File: config.mk
export PLATFORM = sky130hd
export DESIGN_NAME = rv32_mem_arbiter
export DESIGN_NICKNAME = d
export VERILOG_FILES = /design/src/rtl/rv32_mem_arbiter.sv
export SDC_FILE = /design/constraint.sdc
export NUM_CORES = 1
export LEC_CHECK = 0
export CORE_AREA = 2 2 121 123
export DETAILED_ROUTE_END_ITERATION = 7
export DIE_AREA = 0 0 123 125
export PLACE_DENSITY = 0.7
export SLEW_MARGIN = 20
export SYNTH_ARGS = -nofsm -noshare
export SYNTH_HDL_FRONTEND = slang
export SYNTH_SLANG_ARGS = --single-unit
File: constraint.sdc
create_clock -name clk -period 2.75 [get_ports clk]
set_input_delay 0.4125 -clock clk [delete_from_list [all_inputs] [get_ports clk]]
set_output_delay 0.4125 -clock clk [all_outputs]
set_load 0.03 [all_outputs]
File: src/rtl/rv32_mem_arbiter.sv
// rv32_mem_arbiter: shares one memory bus port between the fetch and memory stages.
// Define RV32_MEM_ARB_RR_EN to replace fixed data-over-instr priority with round-robin ties.
package rv32_mem_arbiter_pkg;

    typedef struct packed {
        logic [31:0] addr;
        logic [31:0] wdata;
        logic        we;
        logic [3:0]  be;
    } memory_request_t;

    typedef struct packed {
        logic        ready;
        logic [31:0] data;
    } memory_response_t;

endpackage

module rv32_mem_arbiter
    import rv32_mem_arbiter_pkg::*;
#(
    parameter int unsigned TIMEOUT_CYCLES = 64,
    parameter logic [31:0] ERR_DATA       = 32'h00000013
) (
    input  logic             clk,
    input  logic             reset,
    input  logic             instr_req_valid,
    input  memory_request_t  instr_request,
    output memory_response_t instr_response,
    input  logic             data_req_valid,
    input  memory_request_t  data_request,
    output memory_response_t data_response,
    output logic             mem_req_valid,
    output memory_request_t  mem_request,
    input  memory_response_t mem_response,
    output logic [1:0]       grant_owner,
    output logic             timeout
);

    localparam int CNT_W = (TIMEOUT_CYCLES > 0) ? $clog2(TIMEOUT_CYCLES + 1) : 1;
    localparam logic [CNT_W-1:0] CNT_LIMIT = CNT_W'(TIMEOUT_CYCLES);
    localparam logic [CNT_W-1:0] CNT_MAX   = {CNT_W{1'b1}};
    localparam bit WDOG_EN = (TIMEOUT_CYCLES != 0);

    localparam logic [1:0] OWNER_NONE  = 2'b00;
    localparam logic [1:0] OWNER_INSTR = 2'b01;
    localparam logic [1:0] OWNER_DATA  = 2'b10;

    typedef enum logic [1:0] {
        IDLE   = 2'b00,
        BUSY_I = 2'b01,
        BUSY_D = 2'b10
    } state_t;

    state_t             state;
    state_t             next_state;
    logic [CNT_W-1:0]   wait_cnt;
    logic               expired;
    logic               grant_instr;
    logic               grant_data;
    logic               txn_done;
    logic               data_wins_tie;
    memory_response_t   owner_resp;

`ifdef RV32_MEM_ARB_RR_EN
    logic [1:0] last_owner;

    // On a tie, serve whichever requester was not served by the last completed transaction.
    assign data_wins_tie = (last_owner == OWNER_INSTR);

    always_ff @(posedge clk) begin
        if (reset) begin
            last_owner <= OWNER_INSTR;
        end else if (txn_done) begin
            last_owner <= grant_owner;
        end
    end
`else
    assign data_wins_tie = 1'b1;
`endif

    assign expired       = WDOG_EN && (wait_cnt == CNT_LIMIT);
    assign mem_req_valid = (state != IDLE);

    always_comb begin
        case (state)
            BUSY_I:  grant_owner = OWNER_INSTR;
            BUSY_D:  grant_owner = OWNER_DATA;
            default: grant_owner = OWNER_NONE;
        endcase
    end

    // Only the transaction owner ever sees ready; bus data wins over a coincident watchdog expiry.
    always_comb begin
        next_state     = state;
        grant_instr    = 1'b0;
        grant_data     = 1'b0;
        txn_done       = 1'b0;
        owner_resp     = '0;
        instr_response = '0;
        data_response  = '0;
        timeout        = 1'b0;

        case (state)
            IDLE: begin
                if (data_req_valid && (!instr_req_valid || data_wins_tie)) begin
                    grant_data = 1'b1;
                    next_state = BUSY_D;
                end else if (instr_req_valid) begin
                    grant_instr = 1'b1;
                    next_state  = BUSY_I;
                end
            end
            BUSY_I, BUSY_D: begin
                if (mem_response.ready || expired) begin
                    txn_done         = 1'b1;
                    next_state       = IDLE;
                    owner_resp.ready = 1'b1;
                    owner_resp.data  = mem_response.ready ? mem_response.data : ERR_DATA;
                    timeout          = !mem_response.ready;
                    if (state == BUSY_I) begin
                        instr_response = owner_resp;
                    end else begin
                        data_response = owner_resp;
                    end
                end
            end
            default: next_state = IDLE;
        endcase

        // A reset edge drops the in-flight transaction, so nothing is delivered that cycle.
        if (reset) begin
            instr_response = '0;
            data_response  = '0;
            timeout        = 1'b0;
            txn_done       = 1'b0;
        end
    end

    always_ff @(posedge clk) begin
        if (reset) begin
            state       <= IDLE;
            mem_request <= '0;
            wait_cnt    <= '0;
        end else begin
            state <= next_state;
            if (grant_data) begin
                mem_request <= data_request;
                wait_cnt    <= '0;
            end else if (grant_instr) begin
                mem_request <= instr_request;
                wait_cnt    <= '0;
            end else if (state != IDLE && wait_cnt != CNT_MAX) begin
                wait_cnt <= wait_cnt + CNT_W'(1);
            end
        end
    end

endmodule

Close-up of the layout:
Scale bar: 5 um. Window x 82 to 102, y 84 to 104 um. Cells in grey, sequential cells in the stronger grey; small squares are vias.
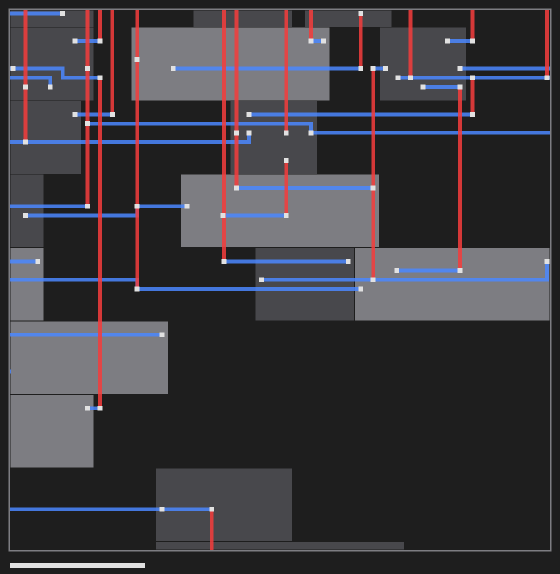
Key: red = metal 2; blue = metal 1
11 logic cells have their middle in the window. Sequential cells in the window: 4. Most frequent: dfxtp_1 (4), o2bb2ai_1 (3), clkdlybuf4s50_1 (2). Netlist names of flops here include mem_request (4).

==> deck_impl_summary.md <==
Run Summary

CTS
  • Clock transition at the registers of the reported paths: 0.06 ns
  • Post-CTS setup repair buffer count: 0
  • Cts repair resizes: 0
  • H-tree depth: 3
  • CTS Buf Count: 9
  • CTS tree: built
  • CTS root buf: clkbuf_16
  • Hold_buf cts: 0

Logic synthesis
  • Area leader share: 39.8%
  • Post-synth regs: 78
  • Register share after synthesis: 39.8%
  • Post-Syn Instances: 413
  • Net count after synthesis: 593
  • Yosys cell count: 413
  • Yosys warning count: 0
  • Dominant flop cell: dfxtp_1
  • Synth async-reset ratio: 0%
  • Post-Syn Area: 3920 sq um
  • Most common cell in the netlist: dfxtp_1
  • Top cells by area: dfxtp_1 (40%), mux2i_1 (19%), o2bb2ai_1 (15%)
  • Post-synth EDFFs: 0
  • Synth cell count leaders: dfxtp_1 (78), mux2i_1 (74), o2bb2ai_1 (69)
  • Chip Area, Yosys: 3920 sq um
  • Yosys top cell by area: dfxtp_1
  • Syn_area_per_cell: 9.50 sq um

Setup path
  • Register-to-Register Path Depth: 6
  • Crit path largest cell delay: 0.48 ns
  • Flop2flop setup slack: 0.70 ns
  • Kind of end point of the critical path: output pin
  • Startpoint types: register
  • Worst reg2reg path startpoint: state[0]$_SDFFE_PP0P_
  • WP data required: 2.34 ns
  • Slowest CP cell: dfxtp_1
  • Setup Crit Path Kind: reg2out
  • Critical-path cell list: nor4b_4 -> nand3b_1 -> nor3b_1 -> buf_4
  • CP arrival: 1.99 ns

Timing
  • Sum Neg Setup Slack: 0 ns
  • Max frequency: 0.416 GHz
  • Finish-stage setup viols: 0
  • Unrepaired setup endpoints after global routing: false
  • Crit share post-route: 87.5%
  • Clk_skew: 0.00841 ns
  • Slew headroom: 46.9%
  • Slew @ Worst Pin: 0.794 ns
  • Final Hold Vio Count: 0
  • Slew Viols, Final: 0

Min path
  • Hold depth: 1
  • Hold EP: mem_request[59]$_SDFFE_PP0P_
  • Worst Hold Launch: mem_request[59]$_SDFFE_PP0P_

Detailed routing
  • DRC Markers: 0
  • DR WL/cell: 16.1 um
  • Vias per cell: 4.70
  • Routed via count: 4233
  • Routed wire length: 14500 um
  • First drt pass iteration count: 4
  • Iteration-0 DRC Markers: 161

Power
  • Worst ir drop on vdd: 0.000266 V
  • Power consumption: 4.01 mW
  • Pwr/cell area: 543 nW/um^2
  • Leakage power: 3.05 nW

Final layout
  • Share of cells above drive strength 1: 13.8%
  • Register area: 1560 sq um
  • Logic area: 2140 sq um
  • Fin cells: 900
  • Synthesis-to-layout area growth: 88.4%

Die
  • Die X: 123 um
  • Die height: 125 um
  • Core ar.: 14200 sq um

Place
  • Placed cells: 884
  • IO Port Bufs: 313

GRT
  • Congestion Overflow GR: 0
  • First-pass GRT wire length: 22200 um
  • Initial antenna violation count: 0
  • Vias in the first global route: 4293
  • Largest net degree at the start of global routing: 43

Flow run
  • Max-Cap Viols: 0
  • Tool warnings: 29

Status
  • Status: finished, final reports clean
Routing congestion:
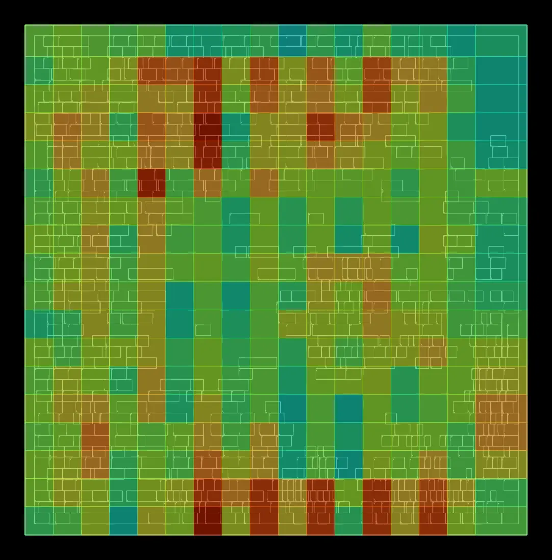
met3 GRT Util: 5.75%
met1 Use GR: 20.7%
global-route usage over all layers: 18.5%
fin util: 52.0%

## state kept, by name, indices dropped and copies added (netlist names)
signal       flops
mem_request     69
state            2
wait_cnt         7
## cell usage in the layout (no fill, tap or decap), types with 2 or more instances in the layout
master	n
nand3b_1	5
a211oi_1	2
o21ai_4	2
ha_1	5
nor3b_1	2
clkinv_2	2
clkbuf_16	9
a21oi_1	9
nor2b_1	2
o2bb2ai_1	69
buf_4	70
mux2i_1	74
nand3_1	7
inv_1	8
nor2_1	61
a31oi_1	2
dfxtp_1	78
buf_12	7
clkdlybuf4s50_1	246
nand2_1	36
## cell families after synthesis
family | count (synthesis) | synth area share [%]
AOI/OAI and AO/OA | 90 | 19.7
adders and majority gates | 5 | 1.59
buffers and inverters | 44 | 6.09
DFF | 78 | 39.8
muxes | 74 | 18.9
and+or+nand+nor | 122 | 13.9
## power by group
part	total [mW]	internal, mW	leakage, nW	switching (mW)
combinational	1.45	0.691	2.26	0.761
sequential	1.35	1.27	0.643	0.0779
clock	1.21	0.730	0.150	0.477
total	4.01	2.69	3.05	1.32
## layer usage
| metal | up-vias | part of all wire (%) | GRT usage (%) |
|---|---|---|---|
| met5 | - | 0 | 0 |
| met4 | 0 | 2.3 | 6.95 |
| met3 | 21 | 8.9 | 5.75 |
| met2 | 190 | 50 | 32.4 |
| met1 | 1944 | 39 | 20.7 |
| li1 | 2078 | - | - |
## layout make-up
cell class / instances / area share [%]
Clock buffer: 11 / 3.29
Clock inverter: 5 / 0.779
Inverter: 8 / 0.406
Multi-Input combinational cell: 291 / 28.9
Sequential cell: 78 / 21.1
Tap cell: 184 / 3.12
Timing Repair Buffer: 323 / 42.3
## stage by stage
stage	setup WS (ns)	hold slack (ns)	util, %	cell area [sq um]
2_1_floorplan	0.625	0.469	-	3920
3_3_place_gp	0.523	0.445	49.9	7090
3_5_place_dp	0.428	0.448	49.9	7090
4_1_cts	0.332	0.463	52.0	7390
5_1_grt	0.198	0.484	52.0	7390
6_report	0.344	0.458	52.0	7390
## critical path, delay by kind of cell (launching register included)
family / cells / cell delay [ns]
simple gates: 3 / 0.97
flops: 1 / 0.48
buf+inv: 1 / 0.20
## how the worst max path moves through the flow
stage	start	end	depth (start not counted)
6_report	wait_cnt[6]$_SDFFE_PP0P_	timeout	4
4_1_cts	state[0]$_SDFFE_PP0P_	mem_req_valid	4
3_3_place_gp	data_req_valid	mem_request[19]$_SDFFE_PP0P_	4
5_1_grt	wait_cnt[0]$_SDFFE_PP0P_	timeout	6
3_5_place_dp	data_req_valid	mem_request[28]$_SDFFE_PP0P_	4
2_1_floorplan	wait_cnt[0]$_SDFFE_PP0P_	timeout	5
Power figures rest on the tool's default switching activity, not on a simulated workload.
